===== src/rtl/s3ga_wb_pkg.sv =====
// ----------------------------------------------------------------------------
// s3ga_wb_pkg
// Shared Wishbone definitions for the s3ga_proj register bus. Both the
// initiator (s3ga_wb_master) and the fabric-side slave logic import this.
//   WB_AW / WB_DW / WB_SW : address, data and byte-select widths
//   ERR_DATA_DEFAULT      : read-data pattern returned for abandoned transfers
//   wbm_state_t           : initiator FSM states
//   satInc8               : saturating 8-bit increment for event counters
// ----------------------------------------------------------------------------
package s3ga_wb_pkg;

    localparam int WB_AW = 32;
    localparam int WB_DW = 32;
    localparam int WB_SW = 4;

    localparam logic [WB_DW-1:0] ERR_DATA_DEFAULT = 32'hFFFF_FFFF;

    typedef enum logic [1:0] {
        IDLE = 2'd0,
        BUS  = 2'd1,
        RESP = 2'd2
    } wbm_state_t;

    // Event counters stick at all-ones instead of wrapping back to zero.
    function automatic logic [7:0] satInc8(input logic [7:0] value);
        return (value == 8'hFF) ? value : value + 8'd1;
    endfunction

endpackage


===== src/rtl/s3ga_wb_master_if.sv =====
// ----------------------------------------------------------------------------
// s3ga_wb_master_if
// Wishbone classic bus between the configuration initiator and the
// s3ga_proj slave port. Signal directions are named from the master side.
//   wbm_cyc_o / wbm_stb_o : cycle and strobe
//   wbm_we_o              : write enable
//   wbm_adr_o             : byte address
//   wbm_dat_o / wbm_sel_o : write data and byte lane selects
//   wbm_ack_i / wbm_dat_i : acknowledge and read data from the slave
// ----------------------------------------------------------------------------
interface s3ga_wb_master_if;
    import s3ga_wb_pkg::*;

    logic             wbm_cyc_o;
    logic             wbm_stb_o;
    logic             wbm_we_o;
    logic [WB_AW-1:0] wbm_adr_o;
    logic [WB_DW-1:0] wbm_dat_o;
    logic [WB_SW-1:0] wbm_sel_o;
    logic             wbm_ack_i;
    logic [WB_DW-1:0] wbm_dat_i;

    modport master (
        output wbm_cyc_o, wbm_stb_o, wbm_we_o, wbm_adr_o, wbm_dat_o, wbm_sel_o,
        input  wbm_ack_i, wbm_dat_i
    );

    modport slave (
        input  wbm_cyc_o, wbm_stb_o, wbm_we_o, wbm_adr_o, wbm_dat_o, wbm_sel_o,
        output wbm_ack_i, wbm_dat_i
    );

endinterface


===== src/rtl/s3ga_wb_master.sv =====
// ----------------------------------------------------------------------------
// s3ga_wb_master
// Single-outstanding Wishbone classic initiator. Register commands arrive on
// a valid/ready stream, each becomes one bus cycle, and the outcome (read
// data, zero for writes, or ERR_DATA on timeout) leaves on a response stream.
//   wb_clk_i, wb_rst_ni        : clock, asynchronous active-low reset
//   cmd_valid_i / cmd_ready_o  : command handshake
//   cmd_we_i/adr_i/dat_i/sel_i : command fields
//   rsp_valid_o / rsp_ready_i  : response handshake
//   rsp_dat_o, rsp_timeout_o   : response fields
//   wbm                        : Wishbone bus (master modport)
//   timeouts_o                 : saturating count of abandoned transfers
// ----------------------------------------------------------------------------
module s3ga_wb_master
    import s3ga_wb_pkg::*;
#(
    parameter int               TIMEOUT  = 255,
    parameter int               TO_W     = 8,
    parameter logic [WB_DW-1:0] ERR_DATA = ERR_DATA_DEFAULT
) (
    input  logic             wb_clk_i,
    input  logic             wb_rst_ni,

    input  logic             cmd_valid_i,
    output logic             cmd_ready_o,
    input  logic             cmd_we_i,
    input  logic [WB_AW-1:0] cmd_adr_i,
    input  logic [WB_DW-1:0] cmd_dat_i,
    input  logic [WB_SW-1:0] cmd_sel_i,

    output logic             rsp_valid_o,
    input  logic             rsp_ready_i,
    output logic [WB_DW-1:0] rsp_dat_o,
    output logic             rsp_timeout_o,

    s3ga_wb_master_if.master wbm,

    output logic [7:0]       timeouts_o
);

    wbm_state_t       r_state;
    logic [TO_W-1:0]  r_timer;
    logic             r_cyc;
    logic             r_stb;
    logic             r_we;
    logic [WB_AW-1:0] r_adr;
    logic [WB_DW-1:0] r_dat;
    logic [WB_SW-1:0] r_sel;
    logic             r_rspValid;
    logic [WB_DW-1:0] r_rspDat;
    logic             r_rspTimeout;
    logic [7:0]       r_timeouts;

    // Whole transfer sequencer. IDLE latches a command onto the bus, BUS waits
    // for ack or for the wait timer to expire (ack takes priority when both
    // happen in the same cycle), RESP holds the result until it is consumed.
    // The bus address/data/select registers are only loaded on acceptance so
    // they stay quiet between transfers. Reset drops cyc/stb asynchronously,
    // so a slave can observe a truncated cycle, and no response is produced.
    always_ff @(posedge wb_clk_i or negedge wb_rst_ni) begin
        if (!wb_rst_ni) begin
            r_state      <= IDLE;
            r_timer      <= '0;
            r_cyc        <= 1'b0;
            r_stb        <= 1'b0;
            r_we         <= 1'b0;
            r_adr        <= '0;
            r_dat        <= '0;
            r_sel        <= '0;
            r_rspValid   <= 1'b0;
            r_rspDat     <= '0;
            r_rspTimeout <= 1'b0;
            r_timeouts   <= '0;
        end else begin
            case (r_state)
                IDLE: begin
                    if (cmd_valid_i) begin
                        r_we    <= cmd_we_i;
                        r_adr   <= cmd_adr_i;
                        r_dat   <= cmd_dat_i;
                        r_sel   <= cmd_sel_i;
                        r_cyc   <= 1'b1;
                        r_stb   <= 1'b1;
                        r_timer <= '0;
                        r_state <= BUS;
                    end
                end
                BUS: begin
                    if (wbm.wbm_ack_i) begin
                        r_cyc        <= 1'b0;
                        r_stb        <= 1'b0;
                        r_rspValid   <= 1'b1;
                        r_rspDat     <= r_we ? '0 : wbm.wbm_dat_i;
                        r_rspTimeout <= 1'b0;
                        r_state      <= RESP;
                    end else if (r_timer == TO_W'(TIMEOUT)) begin
                        r_cyc        <= 1'b0;
                        r_stb        <= 1'b0;
                        r_rspValid   <= 1'b1;
                        r_rspDat     <= ERR_DATA;
                        r_rspTimeout <= 1'b1;
                        r_timeouts   <= satInc8(r_timeouts);
                        r_state      <= RESP;
                    end else begin
                        r_timer <= r_timer + TO_W'(1);
                    end
                end
                RESP: begin
                    if (rsp_ready_i) begin
                        r_rspValid   <= 1'b0;
                        r_rspTimeout <= 1'b0;
                        r_state      <= IDLE;
                    end
                end
                default: begin
                    r_state <= IDLE;
                end
            endcase
        end
    end

    // Ready is a pure decode of the state register, so the command stream has
    // no combinational path from valid to ready.
    assign cmd_ready_o   = (r_state == IDLE);

    assign rsp_valid_o   = r_rspValid;
    assign rsp_dat_o     = r_rspDat;
    assign rsp_timeout_o = r_rspTimeout;
    assign timeouts_o    = r_timeouts;

    assign wbm.wbm_cyc_o = r_cyc;
    assign wbm.wbm_stb_o = r_stb;
    assign wbm.wbm_we_o  = r_we;
    assign wbm.wbm_adr_o = r_adr;
    assign wbm.wbm_dat_o = r_dat;
    assign wbm.wbm_sel_o = r_sel;

endmodule


===== src/flat_wrapper.sv =====
// flat-port wrapper written by rule: the top's interface ports become plain ports
module s3ga_wb_master_flat import s3ga_wb_pkg::*;
#(
    parameter int               TIMEOUT  = 255,
    parameter int               TO_W     = 8,
    parameter logic [WB_DW-1:0] ERR_DATA = ERR_DATA_DEFAULT
)
  (wb_clk_i, wb_rst_ni, cmd_valid_i, cmd_ready_o, cmd_we_i, cmd_adr_i, cmd_dat_i, cmd_sel_i, rsp_valid_o, rsp_ready_i, rsp_dat_o, rsp_timeout_o, timeouts_o, wbm_wbm_cyc_o, wbm_wbm_stb_o, wbm_wbm_we_o, wbm_wbm_adr_o, wbm_wbm_dat_o, wbm_wbm_sel_o, wbm_wbm_ack_i, wbm_wbm_dat_i);
  s3ga_wb_master_if wbm_i ();
  input  logic wb_clk_i;
  input  logic wb_rst_ni;
  input  logic cmd_valid_i;
  output logic cmd_ready_o;
  input  logic cmd_we_i;
  input  logic [WB_AW-1:0] cmd_adr_i;
  input  logic [WB_DW-1:0] cmd_dat_i;
  input  logic [WB_SW-1:0] cmd_sel_i;
  output logic rsp_valid_o;
  input  logic rsp_ready_i;
  output logic [WB_DW-1:0] rsp_dat_o;
  output logic rsp_timeout_o;
  output logic [7:0] timeouts_o;
  output wire logic [$bits(wbm_i.wbm_cyc_o)-1:0] wbm_wbm_cyc_o;
  output wire logic [$bits(wbm_i.wbm_stb_o)-1:0] wbm_wbm_stb_o;
  output wire logic [$bits(wbm_i.wbm_we_o)-1:0] wbm_wbm_we_o;
  output wire logic [$bits(wbm_i.wbm_adr_o)-1:0] wbm_wbm_adr_o;
  output wire logic [$bits(wbm_i.wbm_dat_o)-1:0] wbm_wbm_dat_o;
  output wire logic [$bits(wbm_i.wbm_sel_o)-1:0] wbm_wbm_sel_o;
  input wire logic [$bits(wbm_i.wbm_ack_i)-1:0] wbm_wbm_ack_i;
  input wire logic [$bits(wbm_i.wbm_dat_i)-1:0] wbm_wbm_dat_i;
  assign wbm_wbm_cyc_o = wbm_i.wbm_cyc_o;
  assign wbm_wbm_stb_o = wbm_i.wbm_stb_o;
  assign wbm_wbm_we_o = wbm_i.wbm_we_o;
  assign wbm_wbm_adr_o = wbm_i.wbm_adr_o;
  assign wbm_wbm_dat_o = wbm_i.wbm_dat_o;
  assign wbm_wbm_sel_o = wbm_i.wbm_sel_o;
  assign wbm_i.wbm_ack_i = wbm_wbm_ack_i;
  assign wbm_i.wbm_dat_i = wbm_wbm_dat_i;
  s3ga_wb_master #(.TIMEOUT(TIMEOUT), .TO_W(TO_W), .ERR_DATA(ERR_DATA)) u_core (.wb_clk_i(wb_clk_i), .wb_rst_ni(wb_rst_ni), .cmd_valid_i(cmd_valid_i), .cmd_ready_o(cmd_ready_o), .cmd_we_i(cmd_we_i), .cmd_adr_i(cmd_adr_i), .cmd_dat_i(cmd_dat_i), .cmd_sel_i(cmd_sel_i), .rsp_valid_o(rsp_valid_o), .rsp_ready_i(rsp_ready_i), .rsp_dat_o(rsp_dat_o), .rsp_timeout_o(rsp_timeout_o), .wbm(wbm_i), .timeouts_o(timeouts_o));
endmodule

===== config.mk =====
export PLATFORM = sky130hd
export DESIGN_NAME = s3ga_wb_master_flat
export DESIGN_NICKNAME = d
export VERILOG_FILES = /design/src/rtl/s3ga_wb_pkg.sv /design/src/rtl/s3ga_wb_master_if.sv /design/src/rtl/s3ga_wb_master.sv /design/src/flat_wrapper.sv
export SDC_FILE = /design/constraint.sdc
export NUM_CORES = 1
export LEC_CHECK = 0
export CAP_MARGIN = 20
export CORE_ASPECT_RATIO = 0.8
export CORE_UTILIZATION = 42
export DETAILED_ROUTE_END_ITERATION = 10
export GPL_TIMING_DRIVEN = 0
export PLACE_DENSITY = 0.89
export SLEW_MARGIN = 30
export SYNTH_ARGS = -nofsm -noshare
export SYNTH_HDL_FRONTEND = slang
export SYNTH_SLANG_ARGS = --single-unit

===== constraint.sdc =====
create_clock -name wb_clk_i -period 1.9 [get_ports wb_clk_i]
set_input_delay 0.285 -clock wb_clk_i [delete_from_list [all_inputs] [get_ports wb_clk_i]]
set_output_delay 0.285 -clock wb_clk_i [all_outputs]
set_load 0.02 [all_outputs]

Run 1, M1 wires:
Supply wires on this layer in grey.
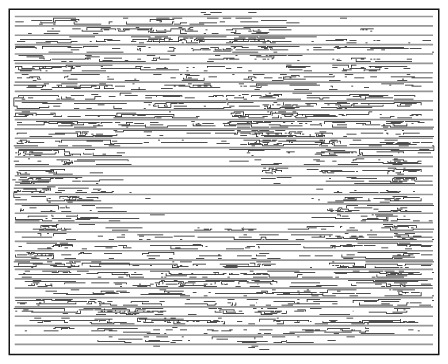
main direction: horizontal
nets with wire on the layer: 760
wire length on this layer: 5900 um

Run 1, the metal 2 layer:
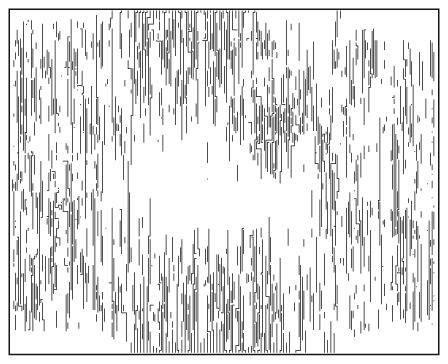
wire length on this layer: 7060 um
share of all routed wire: 50%
nets with wire on the layer: 738
main direction: vertical
longest straight run: 37.4 um

==> results.txt, run 1 <==
Observations from the implementation run.

CTS:
- The CTS report gives the tree buffer count as 17.
- The run puts the post-cts sizing count at 1.
- The run gives the total of hold buffers inserted after clock tree synthesis as 1.
- The run gives the TritonCTS clock tree as built.

Timing:
- The run puts the number of slew-limit violations in the final report at 0.
- Dividing the final minimum period by the clock period gives 0.964.
- The run puts the final hold slack at 0.385 ns.
- In the final timing run, aggregate negative setup slack is 0 ns.
- The run puts the final setup violation count at 0.
- The run gives the final critical-path required period as 1.83 ns.
- The run gives the remaining max-slew budget at the tightest pin as 0.667.

Setup path:
- The run puts the register-to-register path setup slack at 0.07 ns.
- Data on the critical path arrives at its endpoint at 2.11 ns.
- The run gives the count of buffering cells on the critical path with inverters included as 0.
- The run gives the required arrival time at the worst endpoint as 2.18 ns.
- The run gives the family with the most delay on the worst path as simple AND/OR/NAND/NOR gates.

Power and ir drop:
- The run gives the static power due to leakage as 3.73 nW.
- The run puts the combinational gate power at 6.40 mW.
- The power report attributes to the clock group a share of 0.221.
- Per report_power, the Sequential row totals 4.47 mW.

GRT:
- The run gives the wire length of the first global-routing pass as 22900 um.
- Entering global routing, the biggest net connects 73 pins.
- The run puts the met3 track demand over resource at 0.0762.
- The run gives the most crowded layer after global routing as met2.
- The run puts the remaining global-route overflow at 0.
- In the global route stage, met2 resource usage came out at 0.399.

Finish:
- The run gives the number of nets in the layout as 855.
- Of the cells placed in the final design, the portion with a size suffix greater than 1 is 0.0804.
- The run puts the final-layout fill cell count at 826.
- The run gives the multi-input logic area as 1820 sq um.
- Counting only logic cells after layout, the most numerous master is nand2_1.
- The finished layout holds 907 standard cells, fillers aside.

Synth:
- The run gives the cell count listed in synth_stat.txt as 508.
- Per the synth stats, the proportion of register bits with asynchronous set or reset is 1.00.
- The run puts the simple-gate portion of the synthesized area at 0.258.
- The run gives the dominant kind of combinational cell as simple AND/OR/NAND/NOR gates.
- Per the synth log, the flip-flop and latch total comes to 122.
- The synthesized netlist contains 42 unique library cells.
- The run puts the synthesized chip area reported by yosys at 5020 sq um.

Drt:
- The run gives the residual DRC count as 0.
- The run puts the via total after detailed routing at 4495.
- The run gives the routed length on met3 as 960 um.
- The run gives the average routed wire per standard cell as 15.6 um.
- Per the log, the first TritonRoute iteration ended with a DRC count of 226.
- The run puts the first-pass iteration count of the detailed router at 4.

Place:
- The run puts the final weighted congestion in routability-driven placement at 0.812.
- The run puts the count of placed standard cells including taps at 876.

Flow run:
- Across the run, the number of max-cap violations was 0.

Floorplanning:
- The run gives the placeable core region as 11600 sq um.
- The die is 124 um wide.
- The run gives the chip area as 12400 sq um.
- The run gives the count of standard-cell rows as 35.

Status:
- The flow ran to the end, and the final reports show no timing, DRC or antenna violations.
Run 1, met3 routing:
Bar = 20 um. Cells faint in the background.
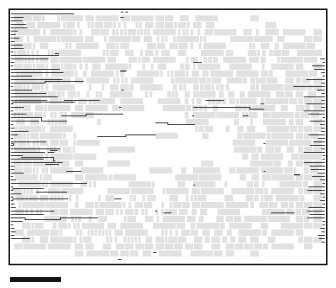
wire length on this layer: 961 um
nets with wire on the layer: 135
share of all routed wire: 6.8%

[run 1: Yosys cell counts (all sizes together) (2+ instances only)]
cell type / n / area share
nor2: 4 / 0.0030
and3: 2 / 0.0025
nor2b: 2 / 0.0025
xor2: 4 / 0.0070
a21o: 2 / 0.0030
dfrtp: 122 / 0.61
nand3: 8 / 0.010
inv: 6 / 0.0045
a2bb2oi: 32 / 0.056
a31oi: 7 / 0.0087
nand2b: 32 / 0.040
nor4: 3 / 0.0080
ha: 2 / 0.0050
nor3: 6 / 0.0070
nand2: 220 / 0.16
clkbuf: 11 / 0.0087
buf: 18 / 0.020
a21oi: 3 / 0.0030
nor3b: 3 / 0.0067
o21ai: 7 / 0.0070
mux2: 2 / 0.0045
[run 1: area by class of cell]
cell class,instances,area share
Sequential cell,122,0.381
Multi-Input combinational cell,351,0.227
Clock inverter,8,0.0119
Buffer,28,0.0178
Tap cell,148,0.0231
Inverter,6,0.00281
Timing Repair Buffer,221,0.279
Clock buffer,23,0.0584
[run 1: path summary, 6_finish.rpt]
kind	cells past startpoint	endpoint	from
setup / recovery	5	u_core.timeouts_o[7]	u_core.r_timer[0]
hold / removal	2	u_core.timeouts_o[5]	wb_rst_ni
setup reg to reg	5	u_core.timeouts_o[7]	u_core.r_timer[0]
hold reg to reg	2	u_core.wbm.wbm_dat_o[4]	u_core.wbm.wbm_dat_o[4]
max in group asynchronous	3	u_core.wbm.wbm_adr_o[2]	wb_rst_ni
min in group wb_clk_i	3	u_core.wbm.wbm_adr_o[28]	cmd_adr_i[28]
[run 1: worst reg2reg max path: stages (launching register included)]
cell and delay, ns:
dfrtp_1 0.40, ha_1 0.26, and3_2 0.28, nand3_4 0.14
nor4_4 0.29, mux2_1 0.34
--- run 2 (diff from run 1) ---
--- a/config.mk
+++ b/config.mk
@@ -5,7 +5,6 @@
 export SDC_FILE = /design/constraint.sdc
 export NUM_CORES = 1
 export LEC_CHECK = 0
-export CAP_MARGIN = 20
 export CORE_ASPECT_RATIO = 0.8
 export CORE_UTILIZATION = 42
 export DETAILED_ROUTE_END_ITERATION = 10
Run 2, met4 routing:
Supply wires on this layer in grey. Cells faint in the background.
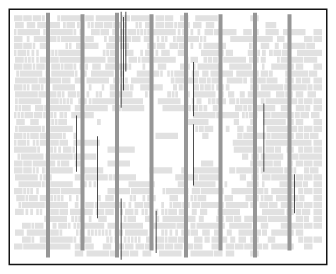
wire length on this layer: 269 um
share of all routed wire: 1.9%
nets with wire on the layer: 8

==> run 2 against run 1 <==
Against the previous run:
- non-clock buffer count unchanged
- sequential share of layout area unchanged
- die size unchanged
- setup slack unchanged
- via count unchanged
- combinational power about the same
- largest power group unchanged
- critical path depth unchanged
- wire length unchanged
- register-to-register slack about the same
- total power unchanged
- flip-flop count unchanged
- synthesized cell count unchanged
==> results.txt, run 2 <==
Observations from the implementation run.

Status:
- Run status: completed (unchanged).

Synth:
- The run gives the count of cell types in the netlist as 42 (unchanged).
- The number of flip-flops and latches in the synthesized netlist came to 122 (unchanged).
- The cell taking the most area after synthesis was dfrtp_1 (unchanged).
- The run puts the synthesized chip area reported by yosys at 5020 sq um (unchanged).
- Top cells by area: dfrtp_1, nand2_1, a2bb2oi_1 (unchanged).
- The dominant cell by count in the synthesized netlist is nand2_1 (unchanged).
- The area share of the leading cell type in the synthesized netlist is 0.608 (unchanged).

Setup path:
- The run puts the required arrival time at the worst endpoint at 2.18 ns (about the same).
- The startpoint of the most critical setup path is u_core.r_timer[0] (unchanged).
- The run puts the count of buffering cells on the critical path with inverters included at 0 (unchanged).
- The launch point of the worst reg-to-reg path was u_core.r_timer[0] (unchanged).
- The run puts the arrival time of data at the critical path endpoint at 2.11 ns (about the same).

Finish:
- The number of nets in the layout is 855 (unchanged).
- The run gives the most frequent logic cell in the layout as nand2_1 (unchanged).
- The run gives the fraction of layout instances using a drive strength above 1 as 0.0804 (unchanged).
- The run puts the final-layout fill cell count at 826 (unchanged).

Timing:
- The run puts the setup TNS after final layout at 0 ns (unchanged).
- The run puts the part of the cycle the worst path needs at 0.964 (unchanged).
- The run puts the final critical-path required period at 1.83 ns (unchanged).
- The run gives the final setup violation count as 0 (unchanged).
- The run puts the number of slew-limit violations in the final report at 0 (unchanged).

GRT:
- The remaining global-route overflow came to 0 (unchanged).
- The run puts the wire length of the first global-routing pass at 22900 um (unchanged).
- The largest net degree at the start of global routing was 73 (unchanged).

CTS:
- The run puts the number of buffers created by CTS at 17 (unchanged).
- The TritonCTS clock tree is built (unchanged).

Power and ir drop:
- The relative contribution of the clock network to total power is 0.221 (about the same).
- The sequential group power was 4.47 mW (about the same).
- The run puts the combinational gate power at 6.40 mW (about the same).

Flow run:
- The run gives the count of max-cap constraint violations as 0 (unchanged).

Place:
- The run gives the final weighted congestion in routability-driven placement as 0.812 (unchanged).

Floorplanning:
- The run puts the chip area at 12400 sq um (unchanged).
- The run puts the x dimension of the die at 124 um (unchanged).
- The run gives the placeable core region as 11600 sq um (unchanged).
- The run gives the count of standard-cell rows as 35 (unchanged).

Drt:
- The run puts the residual DRC count at 0 (unchanged).
- The run puts the via total after detailed routing at 4495 (unchanged).
- The first-pass iteration count of the detailed router is 4 (unchanged).
- The run puts the average routed wire per standard cell at 15.6 um (unchanged).
==> run 2: layout make-up <==
type / count / area share
sequential: 122 / 0.381
clock inverter: 8 / 0.0119
multi-input combinational: 351 / 0.227
clock buffer: 23 / 0.0584
tap: 148 / 0.0231
buffer: 28 / 0.0178
inverter: 6 / 0.00281
timing repair buffer: 221 / 0.279
==> run 2: per-stage QoR <==
step	hold WS, ns	setup WS (ns)	cells
floorplan	-0.0106	0.235	508
global placement	0.457	-3.97	875
detailed placement	0.219	-0.215	876
CTS	0.387	0.00128	908
global route	0.407	-0.0148	907
finish	0.385	0.0681	907
==> run 2: timing repair <==
| action | CTS | global route |
|---|---|---|
| resized | 1 | 8 |
| hold buffers | 1 | 0 |
| pin swaps | 0 | 1 |
| endpoints found under the setup margin | 1 | 42 |
| endpoints found under the hold margin | 50 | 0 |
==> run 2: final timing paths <==
kind                       cells after the start                       end  slack, ns
hold / removal                                 2      u_core.timeouts_o[5]       0.39
min in group wb_clk_i                          3  u_core.wbm.wbm_adr_o[28]       0.40
setup reg to reg                               5      u_core.timeouts_o[7]       0.07
hold reg to reg                                2   u_core.wbm.wbm_dat_o[4]       0.47
max in group asynchronous                      3   u_core.wbm.wbm_adr_o[2]       0.84
setup / recovery                               5      u_core.timeouts_o[7]       0.07
==> run 2: cells by family after synthesis <==
logic type               after synthesis  synth area share
flip-flops                           122             0.608
XOR/XNOR                               4           0.00697
AND-OR/OR-AND                         54            0.0825
AND/OR/NAND/NOR                      288             0.258
adder cells (fa/ha/maj)                2           0.00498
multiplexers                           3           0.00648
buffers and inverters                 35            0.0336
==> run 2: per-layer routing <==
layer / vias to the layer above / GRT usage
li1: 2129 / -
met1: 2172 / 0.276
met2: 169 / 0.399
met3: 25 / 0.0762
met4: 0 / 0.0964
met5: - / 0
--- run 3 (diff from run 2) ---
--- a/config.mk
+++ b/config.mk
@@ -6,6 +6,7 @@
 export NUM_CORES = 1
 export LEC_CHECK = 0
 export CORE_ASPECT_RATIO = 0.8
+export CORE_MARGIN = 8
 export CORE_UTILIZATION = 42
 export DETAILED_ROUTE_END_ITERATION = 10
 export GPL_TIMING_DRIVEN = 0
==> run 3 against run 2 <==
Against the previous run:
- cell area up 1.3%
- largest cell class unchanged
- non-clock buffer count up 1
- die size up 27%
- sequential power about the same
- highest routed layer unchanged
- global-route usage down 4.0 points
- clock power up 17%
- synthesized cell count unchanged
==> results.txt, run 3 <==
Observations from the implementation run.

Setup path:
- The run gives the cell depth of the worst flop-to-flop path as 7 (was 5).
- The run puts the required arrival time at the worst endpoint at 2.21 ns (was 2.18 ns).
- The worst setup path category was flip-flop to flip-flop (unchanged).
- The endpoint of the worst register-to-register path is u_core.rsp_dat_o[19] (was u_core.timeouts_o[7]).
- The startpoint of the most critical setup path was u_core.r_timer[0] (unchanged).
- The run puts the arrival time of data at the critical path endpoint at 2.10 ns (was 2.11 ns).
- The run gives the launch point of the worst reg-to-reg path as u_core.r_timer[0] (unchanged).
- The run gives the kind of start point of the critical path as a flip-flop (unchanged).
- The capturing element of the worst setup path was u_core.rsp_dat_o[19] (was u_core.timeouts_o[7]).
- The run gives the register-to-register path setup slack as 0.11 ns (was 0.07 ns).

CTS:
- The run puts the source-to-sink clock delay at the later pin of the worst-skew pair at 0.40 ns (was 0.41 ns).
- The buffer count from post-CTS setup fixing came to 0 (unchanged).
- The CTS H-tree depth came to 4 (unchanged).
- The clock sink total was 122 (unchanged).
- The TritonCTS clock tree is built (unchanged).
- The run gives the clock-pin transition on the worst setup and hold timing paths as 0.06 ns (was 0.05 ns).
- The run gives the number of buffers created by CTS as 17 (unchanged).

Finish:
- The post-route standard cell area excluding fillers was 8120 sq um (was 8020 sq um).
- The run puts the number of nets in the layout at 856 (was 855).
- The run puts the final cell utilization of the core at 0.700 (was 0.693).
- The run gives the fraction of layout instances using a drive strength above 1 as 0.0854 (was 0.0804).
- The run puts the final-layout fill cell count at 831 (was 826).
- The run gives the count of placed standard cells in the final layout, fillers left out as 909 (was 907).
- The most frequent logic cell in the layout is nand2_1 (unchanged).
- Most instantiated logic cells after routing: nand2_1, clkdlybuf4s50_1, dfrtp_1, nand2b_1, a2bb2oi_1 (unchanged).
- The run puts the area added between synthesis and finish at 61.6% (was 59.6%).

Timing:
- The run gives the remaining max-slew budget at the tightest pin as 0.621 (was 0.667).
- The run puts the maximum clock rate at 0.559 GHz (was 0.546 GHz).
- The final critical-path required period came to 1.79 ns (was 1.83 ns).
- The run puts the least setup slack across all paths after layout at 0.111 ns (was 0.0681 ns).
- The run gives the setup TNS after final layout as 0 ns (unchanged).
- The final setup violation count is 0 (unchanged).
- The run puts the part of the cycle the worst path needs at 0.942 (was 0.964).
- The run gives the count of final hold-check violations as 0 (unchanged).
- The number of slew-limit violations in the final report was 0 (unchanged).
- The final hold slack came to 0.391 ns (was 0.385 ns).

Power and ir drop:
- The run puts the total power after layout at 14.5 mW (was 13.9 mW).
- The run puts the total power per unit cell area at 1790 nW/um^2 (was 1740 nW/um^2).
- The run gives the static power due to leakage as 3.77 nW (was 3.73 nW).
- The run puts the maximum vdd drop at 0.00106 V (was 0.000918 V).

Synth:
- The run gives the post-synth tally of flip-flops with integrated enable as 0 (unchanged).
- The run gives the dominant cell by count in the synthesized netlist as nand2_1 (unchanged).
- Top cells by area: dfrtp_1, nand2_1, a2bb2oi_1 (unchanged).
- The average footprint of a synthesized cell was 9.89 sq um (unchanged).
- The run gives the count of cell types in the netlist as 42 (unchanged).
- The run gives the synthesized chip area reported by yosys as 5020 sq um (unchanged).
- Synth cell count leaders: nand2_1, dfrtp_1, a2bb2oi_1, nand2b_1, buf_2 (unchanged).
- The area share of the leading cell type in the synthesized netlist is 0.608 (unchanged).
- The cell taking the most area after synthesis is dfrtp_1 (unchanged).
- The run puts the yosys warning tally at 0 (unchanged).
- The net count entering floorplan was 616 (unchanged).
- The most instantiated flip-flop cell in the synthesis netlist was dfrtp_1 (unchanged).
- The run gives the cell area after synthesis as 5020 sq um (unchanged).
- The number of flip-flops and latches in the synthesized netlist came to 122 (unchanged).
- The run puts the fraction of registers with async set/reset at 1.00 (unchanged).
- The run gives the cell count listed in synth_stat.txt as 508 (unchanged).

Drt:
- The residual DRC count came to 0 (unchanged).
- The run gives the detailed router's first-iteration violation count as 188 (was 226).
- The via total after detailed routing was 4462 (was 4495).
- The run puts the average routed wire per standard cell at 17.0 um (was 15.6 um).
- The routed wire length was 15500 um (was 14200 um).
- The run gives the first-pass iteration count of the detailed router as 4 (unchanged).
- The run gives the via-per-instance ratio as 4.91 (was 4.96).

Floorplanning:
- The x dimension of the die came to 138 um (was 124 um).
- The count of standard-cell rows is 35 (unchanged).
- The run gives the placeable core region as 11600 sq um (about the same).
- The run puts the die height at 114 um (was 99.8 um).
- The pre-placement core utilization is 0.433 (was 0.434).
- The chip area is 15700 sq um (was 12400 sq um).

GRT:
- The run gives the global-route usage over all layers as 0.194 (was 0.234).
- The remaining global-route overflow was 0 (unchanged).
- The run puts the largest net degree at the start of global routing at 67 (was 73).
- The run gives the wire length of the first global-routing pass as 24800 um (was 22900 um).
- The run puts the initial antenna violation count at 0 (unchanged).
- The number of global-route vias before repair came to 4734 (was 4678).

Place:
- The run puts the count of placed standard cells including taps at 876 (unchanged).
- The run gives the setup slack at placement as -0.164 ns (was -0.215 ns).
- The run puts the total of buffers placed on input and output ports at 219 (unchanged).
- The run puts the post-detailed-placement half-perimeter wirelength at 11500 um (was 10200 um).
- The run puts the final weighted congestion in routability-driven placement at 0.870 (was 0.812).

Hold path:
- The run gives the worst hold-check path type as input port to async pin (unchanged).

Status:
- Run status: completed (unchanged).

Flow run:
- The number of logged tool warnings was 26 (was 27).
- The run puts the count of max-cap constraint violations at 0 (unchanged).
==> run 3: cell counts after synthesis <==
Identical to the previous run, type by type.
==> run 3: per-layer routing <==
layer	global-route usage	up-vias	part of all wire
li1	-	2134	-
met1	0.211	2143	0.40
met2	0.331	171	0.50
met3	0.0893	14	0.095
met4	0.0672	0	0.010
met5	0	-	0
==> run 3: cell type report <==
cell class / instances / area, sq um / area share
plain buffers: 29 / 149 / 0.0183
well taps: 148 / 185 / 0.0228
multi-input cells: 351 / 1810 / 0.223
inverters: 6 / 22.5 / 0.00277
clock inverters: 13 / 215 / 0.0265
repair buffers: 221 / 2230 / 0.275
clock buffers: 19 / 453 / 0.0558
flip-flops and latches: 122 / 3050 / 0.376
==> run 3: repair_timing <==
| item | in CTS | in global routing |
|---|---|---|
| hold buffers | 1 | 0 |
| setup endpoints to repair | 1 | 25 |
| resized | 1 | 5 |
| cloned | 0 | 0 |
| endpoints found under the hold margin | 56 | 0 |
==> run 3: cell families (layout without fill, tap and decap cells) <==
group                    after synthesis  in the layout  synth area share
AND-OR/OR-AND                         54             54            0.0825
flip-flops                           122            122             0.608
multiplexers                           3              3           0.00648
XOR/XNOR                               4              4           0.00697
AND/OR/NAND/NOR                      288            288             0.258
buffers and inverters                 35            288            0.0336
adder cells (fa/ha/maj)                2              2           0.00498
==> run 3: worst max-delay path: stages (launching register included) <==
cell	delay (ns)
dfrtp_1	0.39
ha_1	0.22
nand3_1	0.19
nor2_2	0.22
o21a_1	0.13
buf_4	0.15
buf_4	0.18
a2bb2oi_1	0.21
==> run 3: report_power, final <==
group          switching (mW)  total (mW)  internal, mW
Combinational            3.40        6.45          3.05
Sequential              0.710        4.46          3.75
Clock                    1.20        3.61          2.41
Run 3, the metal 2 layer:
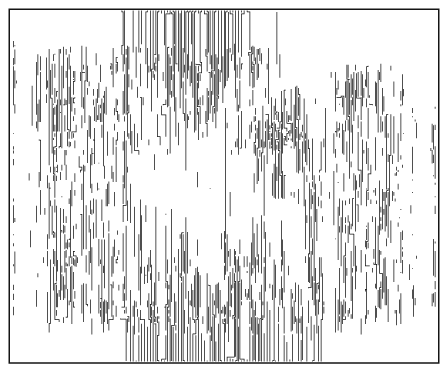
wire length on this layer: 7730 um
main direction: vertical
longest straight run: 42.2 um


## Gallery

Clock wiring as the flow saved it.
picture 1
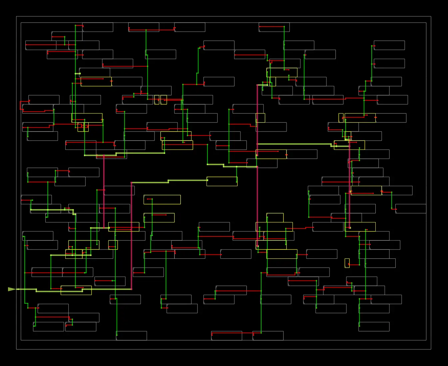
picture 2
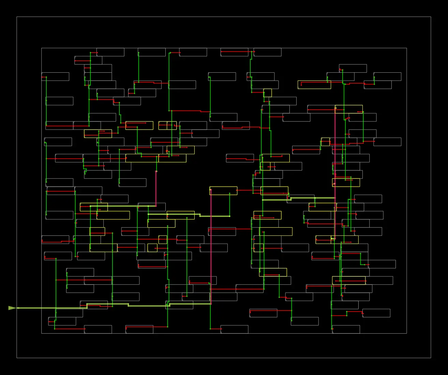
| from | picture |
|---|---|
| run 2 | picture 1 |
| run 3 | picture 2 |

Power and IR drop assume default switching activity.
